## src/rtl/pipe_pkg.sv

```systemverilog
// Shared pipeline control definitions: decoded control bundle, forwarding
// select codes and ALU operation codes used by the decoder and hazard logic.
package pipe_pkg;

    localparam int unsigned ALUOP_W = 3;
    localparam int unsigned FWD_W   = 2;

    typedef struct packed {
        logic               memtoreg;
        logic               memwrite;
        logic               alusrc;
        logic               regdst;
        logic               regw;
        logic               branch;
        logic [ALUOP_W-1:0] aluop;
    } ctrl_t;

    localparam logic [FWD_W-1:0] FWD_RF  = 2'b00;
    localparam logic [FWD_W-1:0] FWD_WB  = 2'b01;
    localparam logic [FWD_W-1:0] FWD_MEM = 2'b10;

    localparam logic [ALUOP_W-1:0] ALU_ADD  = 3'b000;
    localparam logic [ALUOP_W-1:0] ALU_SUB  = 3'b001;
    localparam logic [ALUOP_W-1:0] ALU_AND  = 3'b010;
    localparam logic [ALUOP_W-1:0] ALU_OR   = 3'b011;
    localparam logic [ALUOP_W-1:0] ALU_XOR  = 3'b100;
    localparam logic [ALUOP_W-1:0] ALU_NOR  = 3'b101;
    localparam logic [ALUOP_W-1:0] ALU_SLT  = 3'b110;
    localparam logic [ALUOP_W-1:0] ALU_SLTU = 3'b111;

endpackage

```

## src/rtl/hazard_fwd_unit.sv

```systemverilog
// Combinational hazard detection (load-use, branch operands), branch flush
// and EX/ID forwarding selects. Register 0 never sources a hazard or bypass.
module hazard_fwd_unit
    import pipe_pkg::*;
#(
    parameter int unsigned RA_W = 5
) (
    input  logic             rst,
    input  logic             id_regdst,
    input  logic             id_memwrite,
    input  logic             id_branch,
    input  logic             id_pcsrc,
    input  logic [RA_W-1:0]  id_rs,
    input  logic [RA_W-1:0]  id_rt,
    input  logic             ex_memtoreg,
    input  logic             ex_regw,
    input  logic [RA_W-1:0]  ex_rs,
    input  logic [RA_W-1:0]  ex_rt,
    input  logic [RA_W-1:0]  ex_wreg,
    input  logic             mem_memtoreg,
    input  logic             mem_regw,
    input  logic [RA_W-1:0]  mem_wreg,
    input  logic             wb_regw,
    input  logic [RA_W-1:0]  wb_wreg,
    output logic             stall,
    output logic             pc_write,
    output logic             ifid_write,
    output logic             ifid_flush,
    output logic             pc_take,
    output logic [FWD_W-1:0] fwd_a,
    output logic [FWD_W-1:0] fwd_b,
    output logic             fwd_id_a,
    output logic             fwd_id_b
);

    logic uses_rt;
    logic ex_live;
    logic mem_live;
    logic wb_live;
    logic load_use;
    logic branch_hz;

    always_comb begin
        uses_rt  = id_regdst | id_memwrite | id_branch;
        ex_live  = ex_regw & (ex_wreg != '0);
        mem_live = mem_regw & (mem_wreg != '0);
        wb_live  = wb_regw & (wb_wreg != '0);

        load_use  = ex_memtoreg & ex_live &
                    ((ex_wreg == id_rs) | (uses_rt & (ex_wreg == id_rt)));
        // the ID compare can take an ALU result from MEM, but not a load
        branch_hz = id_branch &
                    ((ex_live & ((ex_wreg == id_rs) | (ex_wreg == id_rt))) |
                     (mem_memtoreg & mem_live &
                      ((mem_wreg == id_rs) | (mem_wreg == id_rt))));

        // reset outranks stall, stall outranks the branch flush
        stall      = ~rst & (load_use | branch_hz);
        pc_write   = ~stall;
        ifid_write = ~stall;
        pc_take    = id_pcsrc & ~stall;
        ifid_flush = pc_take & ~rst;

        fwd_a = FWD_RF;
        if (mem_live && (mem_wreg == ex_rs)) begin
            fwd_a = FWD_MEM;
        end else if (wb_live && (wb_wreg == ex_rs)) begin
            fwd_a = FWD_WB;
        end

        fwd_b = FWD_RF;
        if (mem_live && (mem_wreg == ex_rt)) begin
            fwd_b = FWD_MEM;
        end else if (wb_live && (wb_wreg == ex_rt)) begin
            fwd_b = FWD_WB;
        end

        fwd_id_a = mem_live & ~mem_memtoreg & (mem_wreg == id_rs);
        fwd_id_b = mem_live & ~mem_memtoreg & (mem_wreg == id_rt);
    end

endmodule

```

## src/rtl/pipe_ctrl_hazard.sv

```systemverilog
// Pipeline control: carries the decoded ID bundle through ID/EX, EX/MEM and
// MEM/WB, inserting bubbles on hazards and killing the write of taken branches.
module pipe_ctrl_hazard
    import pipe_pkg::*;
#(
    parameter int unsigned RA_W  = 5,
    parameter int unsigned CNT_W = 16
) (
    input  logic               clk,
    input  logic               rst,
    input  logic               id_memtoreg,
    input  logic               id_memwrite,
    input  logic               id_alusrc,
    input  logic               id_regdst,
    input  logic               id_regw,
    input  logic               id_branch,
    input  logic               id_pcsrc,
    input  logic [2:0]         id_aluop,
    input  logic [RA_W-1:0]    id_rs,
    input  logic [RA_W-1:0]    id_rt,
    input  logic [RA_W-1:0]    id_rd,
    output logic               ex_memtoreg,
    output logic               ex_memwrite,
    output logic               ex_alusrc,
    output logic               ex_regw,
    output logic [2:0]         ex_aluop,
    output logic [RA_W-1:0]    ex_rs,
    output logic [RA_W-1:0]    ex_rt,
    output logic [RA_W-1:0]    ex_wreg,
    output logic               mem_memtoreg,
    output logic               mem_memwrite,
    output logic               mem_regw,
    output logic [RA_W-1:0]    mem_wreg,
    output logic               wb_memtoreg,
    output logic               wb_regw,
    output logic [RA_W-1:0]    wb_wreg,
    output logic               pc_write,
    output logic               ifid_write,
    output logic               ifid_flush,
    output logic               pc_take,
    output logic [1:0]         fwd_a,
    output logic [1:0]         fwd_b,
    output logic               fwd_id_a,
    output logic               fwd_id_b,
    output logic [CNT_W-1:0]   stall_cnt
);

    ctrl_t id_ctrl;
    logic  stall;

    assign id_ctrl = '{memtoreg: id_memtoreg, memwrite: id_memwrite,
                       alusrc: id_alusrc, regdst: id_regdst, regw: id_regw,
                       branch: id_branch, aluop: id_aluop};

    hazard_fwd_unit #(
        .RA_W (RA_W)
    ) u_hazard (
        .rst          (rst),
        .id_regdst    (id_ctrl.regdst),
        .id_memwrite  (id_ctrl.memwrite),
        .id_branch    (id_ctrl.branch),
        .id_pcsrc     (id_pcsrc),
        .id_rs        (id_rs),
        .id_rt        (id_rt),
        .ex_memtoreg  (ex_memtoreg),
        .ex_regw      (ex_regw),
        .ex_rs        (ex_rs),
        .ex_rt        (ex_rt),
        .ex_wreg      (ex_wreg),
        .mem_memtoreg (mem_memtoreg),
        .mem_regw     (mem_regw),
        .mem_wreg     (mem_wreg),
        .wb_regw      (wb_regw),
        .wb_wreg      (wb_wreg),
        .stall        (stall),
        .pc_write     (pc_write),
        .ifid_write   (ifid_write),
        .ifid_flush   (ifid_flush),
        .pc_take      (pc_take),
        .fwd_a        (fwd_a),
        .fwd_b        (fwd_b),
        .fwd_id_a     (fwd_id_a),
        .fwd_id_b     (fwd_id_b)
    );

    // stage registers; a cleared stage is a bubble
    always_ff @(posedge clk) begin
        if (rst) begin
            ex_memtoreg  <= 1'b0;
            ex_memwrite  <= 1'b0;
            ex_alusrc    <= 1'b0;
            ex_regw      <= 1'b0;
            ex_aluop     <= '0;
            ex_rs        <= '0;
            ex_rt        <= '0;
            ex_wreg      <= '0;
            mem_memtoreg <= 1'b0;
            mem_memwrite <= 1'b0;
            mem_regw     <= 1'b0;
            mem_wreg     <= '0;
            wb_memtoreg  <= 1'b0;
            wb_regw      <= 1'b0;
            wb_wreg      <= '0;
            stall_cnt    <= '0;
        end else begin
            if (stall) begin
                ex_memtoreg <= 1'b0;
                ex_memwrite <= 1'b0;
                ex_alusrc   <= 1'b0;
                ex_regw     <= 1'b0;
                ex_aluop    <= '0;
                ex_rs       <= '0;
                ex_rt       <= '0;
                ex_wreg     <= '0;
            end else begin
                // a taken branch proceeds but must not write anything
                ex_memtoreg <= id_ctrl.memtoreg;
                ex_memwrite <= id_ctrl.memwrite & ~pc_take;
                ex_alusrc   <= id_ctrl.alusrc;
                ex_regw     <= id_ctrl.regw & ~pc_take;
                ex_aluop    <= id_ctrl.aluop;
                ex_rs       <= id_rs;
                ex_rt       <= id_rt;
                ex_wreg     <= id_ctrl.regdst ? id_rd : id_rt;
            end
            mem_memtoreg <= ex_memtoreg;
            mem_memwrite <= ex_memwrite;
            mem_regw     <= ex_regw;
            mem_wreg     <= ex_wreg;
            wb_memtoreg  <= mem_memtoreg;
            wb_regw      <= mem_regw;
            wb_wreg      <= mem_wreg;
            if (stall && (stall_cnt != '1)) begin
                stall_cnt <= stall_cnt + CNT_W'(1);
            end
        end
    end

endmodule

```

## config.mk

```make
export PLATFORM = sky130hd
export DESIGN_NAME = pipe_ctrl_hazard
export DESIGN_NICKNAME = d
export VERILOG_FILES = /design/src/rtl/pipe_pkg.sv /design/src/rtl/hazard_fwd_unit.sv /design/src/rtl/pipe_ctrl_hazard.sv
export SDC_FILE = /design/constraint.sdc
export NUM_CORES = 1
export LEC_CHECK = 0
export CORE_UTILIZATION = 40
export DETAILED_ROUTE_END_ITERATION = 8
export GPL_TIMING_DRIVEN = 0
export PLACE_DENSITY = 0.73
export SLEW_MARGIN = 0
export SYNTH_ARGS = -nofsm -noshare
export SYNTH_HDL_FRONTEND = slang
export SYNTH_SLANG_ARGS = --single-unit
```

## constraint.sdc

```tcl
create_clock -name clk -period 2.9 [get_ports clk]
set_input_delay 0.29 -clock clk [delete_from_list [all_inputs] [get_ports clk]]
set_output_delay 0.29 -clock clk [all_outputs]
set_load 0.1 [all_outputs]
```

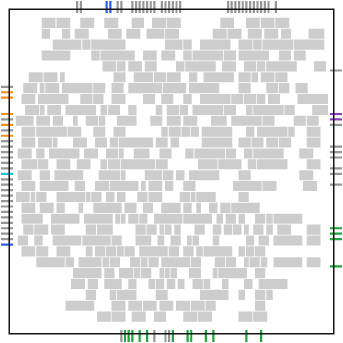
**Above:** pin map.
Drawn at 4 px/um. Pins as bars across the die edge, other pins in gray.
| color | port | pins | direction | edge |
|---|---|---|---|---|
| purple | fwd_b | 2 | output | east |
| orange | id_rd | 5 | input | west |
| blue | ex_aluop | 3 | output | 2 north, 1 west |
| green | stall_cnt | 16 | output | 12 south, 4 east |
| cyan | id_pcsrc | 1 | input | west |
Die Y: 80.7 um
Die Wd: 80.7 um
Port Buffers: 88

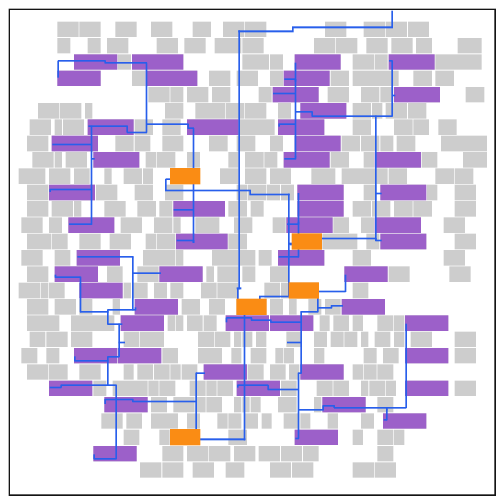
**Above:** clock wires, drivers and flops.
Drawn at 6 px/um.
[blue] clock wires | length: 601 um
[orange] clock drivers | count: 5
[purple] flip-flops | count: 53
routed clock nets: 6
flops lie: widely spread
Skew-Pair Late Insertion Delay: 0.31 ns
Clk power: 419 uW
worst setup skew after layout: 0.00489 ns

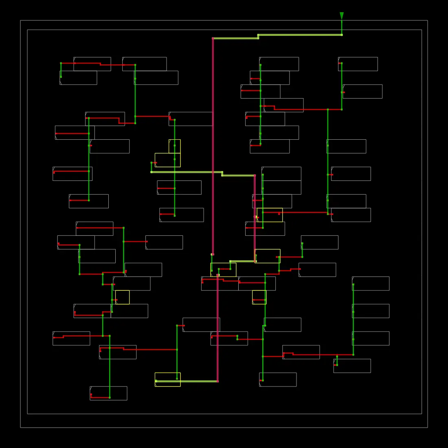
**Above:** clock wiring as the flow saved it.
Num CTS Buffers: 5
Flops: 53
number of clock buffers in the layout: 5
clock sinks: 53

==> results.toml <==
# implementation run metrics
[synthesis]
ys_types = 38
ys_top_logic_family = "simple AND/OR/NAND/NOR gates"
ys_async_sr_fraction = 0
syn_inst = 264
edf_count = 0
mux_share = 0.0202
ys_ff = 53
adder_share = 0.00505
ys_seq_frac = 0.428
syn_area_um2 = 2480

[route]
drc = 0
met1_length_um = 2880

[critical_path]
r2r_cells = 10

[power_and_ir_drop]
clkPwrFrac = 0.257
power.group.top = "sequential cells"
seq_cell_power_uw = 785

[layout]
comb_area_um2 = 1440
drive_gt1_frac = 0.219
areaGrowthSynthToFinish_pct = 53.0

[placement]
dp_hpwl_um = 4890

[floorplanning]
pin_count = 90
rows = 28

[global_routing]
grt_use_total = 0.207

[outcome]
outcome = "complete, no violations"

[clocking]
cts_resized = 39
clockBufferDepth = 2

[flow_run]
warnings = 28

[worst_hold_path]
hold_depth = 2
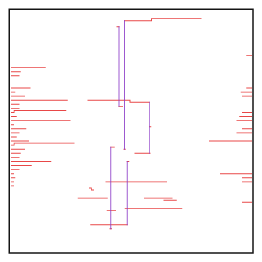
**Above:** signal wires by layer.
Drawn at 3 px/um. Two of the layers only.
| color | layer | wire length |
|---|---|---|
| purple | metal 4 | 135 um |
| red | metal 3 | 363 um |

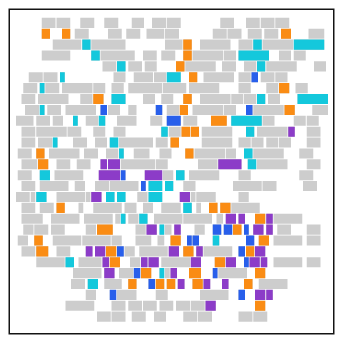
**Above:** logic cells by family.
Drawn at 4 px/um.
| color | family | cells |
|---|---|---|
| orange | and/or cells | 43 |
| blue | nand cells | 21 |
| cyan | nor cells | 40 |
| purple | aoi and oai cells | 35 |

[path summary, 6_finish.rpt]
check	endpoint	slack [ns]	start
setup reg to reg	ex_memwrite$_SDFF_PP0_	0.43	mem_wreg[0]$_SDFF_PP0_
hold / removal	ex_rs[2]$_SDFF_PP0_	0.32	id_rs[2]
setup / recovery	pc_take	0.08	id_rs[1]
hold reg to reg	mem_memwrite$_SDFF_PP0_	0.49	ex_memwrite$_SDFF_PP0_
[per-stage QoR]
stage	power (mW)	utilization	cell area, um^2
after floorplan	1.10	-	2640
after detailed placement	1.22	0.607	3620
final	1.63	0.637	3790
after global placement	1.22	0.607	3620
after CTS	1.63	0.628	3740
after global routing	1.70	0.637	3790
[critical path, stage by stage]
cell and delay [ns]:
clkdlybuf4s50_1 0.48, xor2_1 0.17, nor3_1 0.14, nand3_1 0.16, a211oi_2 0.31, nor2_2 0.12, buf_6 0.13, or3_4 0.39
and2_4 0.18, buf_12 0.16
[cells in the final DEF (no fill, tap or decap), drive strengths merged, types with 5 or more instances in the layout]
cell	synthesis	layout
xor2	29	29
mux2i	5	5
and3	5	5
xnor2	12	12
and2	17	17
clkdlybuf4s50	0	73
nor2b	15	15
nor4	5	5
a21oi	14	14
nor2	10	10
or4	17	17
nand3	12	12
o31ai	12	12
nor3	7	7
nand2	6	6
clkbuf	8	11
dfxtp	53	53
dlygate4sd2	0	6
buf	9	20
[cell usage after synthesis (all sizes together) (6+ instances only)]
cell type,instances,area share
nor2b,15,0.038
buf,9,0.023
clkbuf,8,0.012
dfxtp,53,0.43
nand2,6,0.0091
xor2,29,0.10
nor2,10,0.016
nor3,7,0.016
o31ai,12,0.036
nand3,12,0.024
a21oi,14,0.028
and2,17,0.043
xnor2,12,0.042
or4,17,0.051
Power and IR drop assume default switching activity.
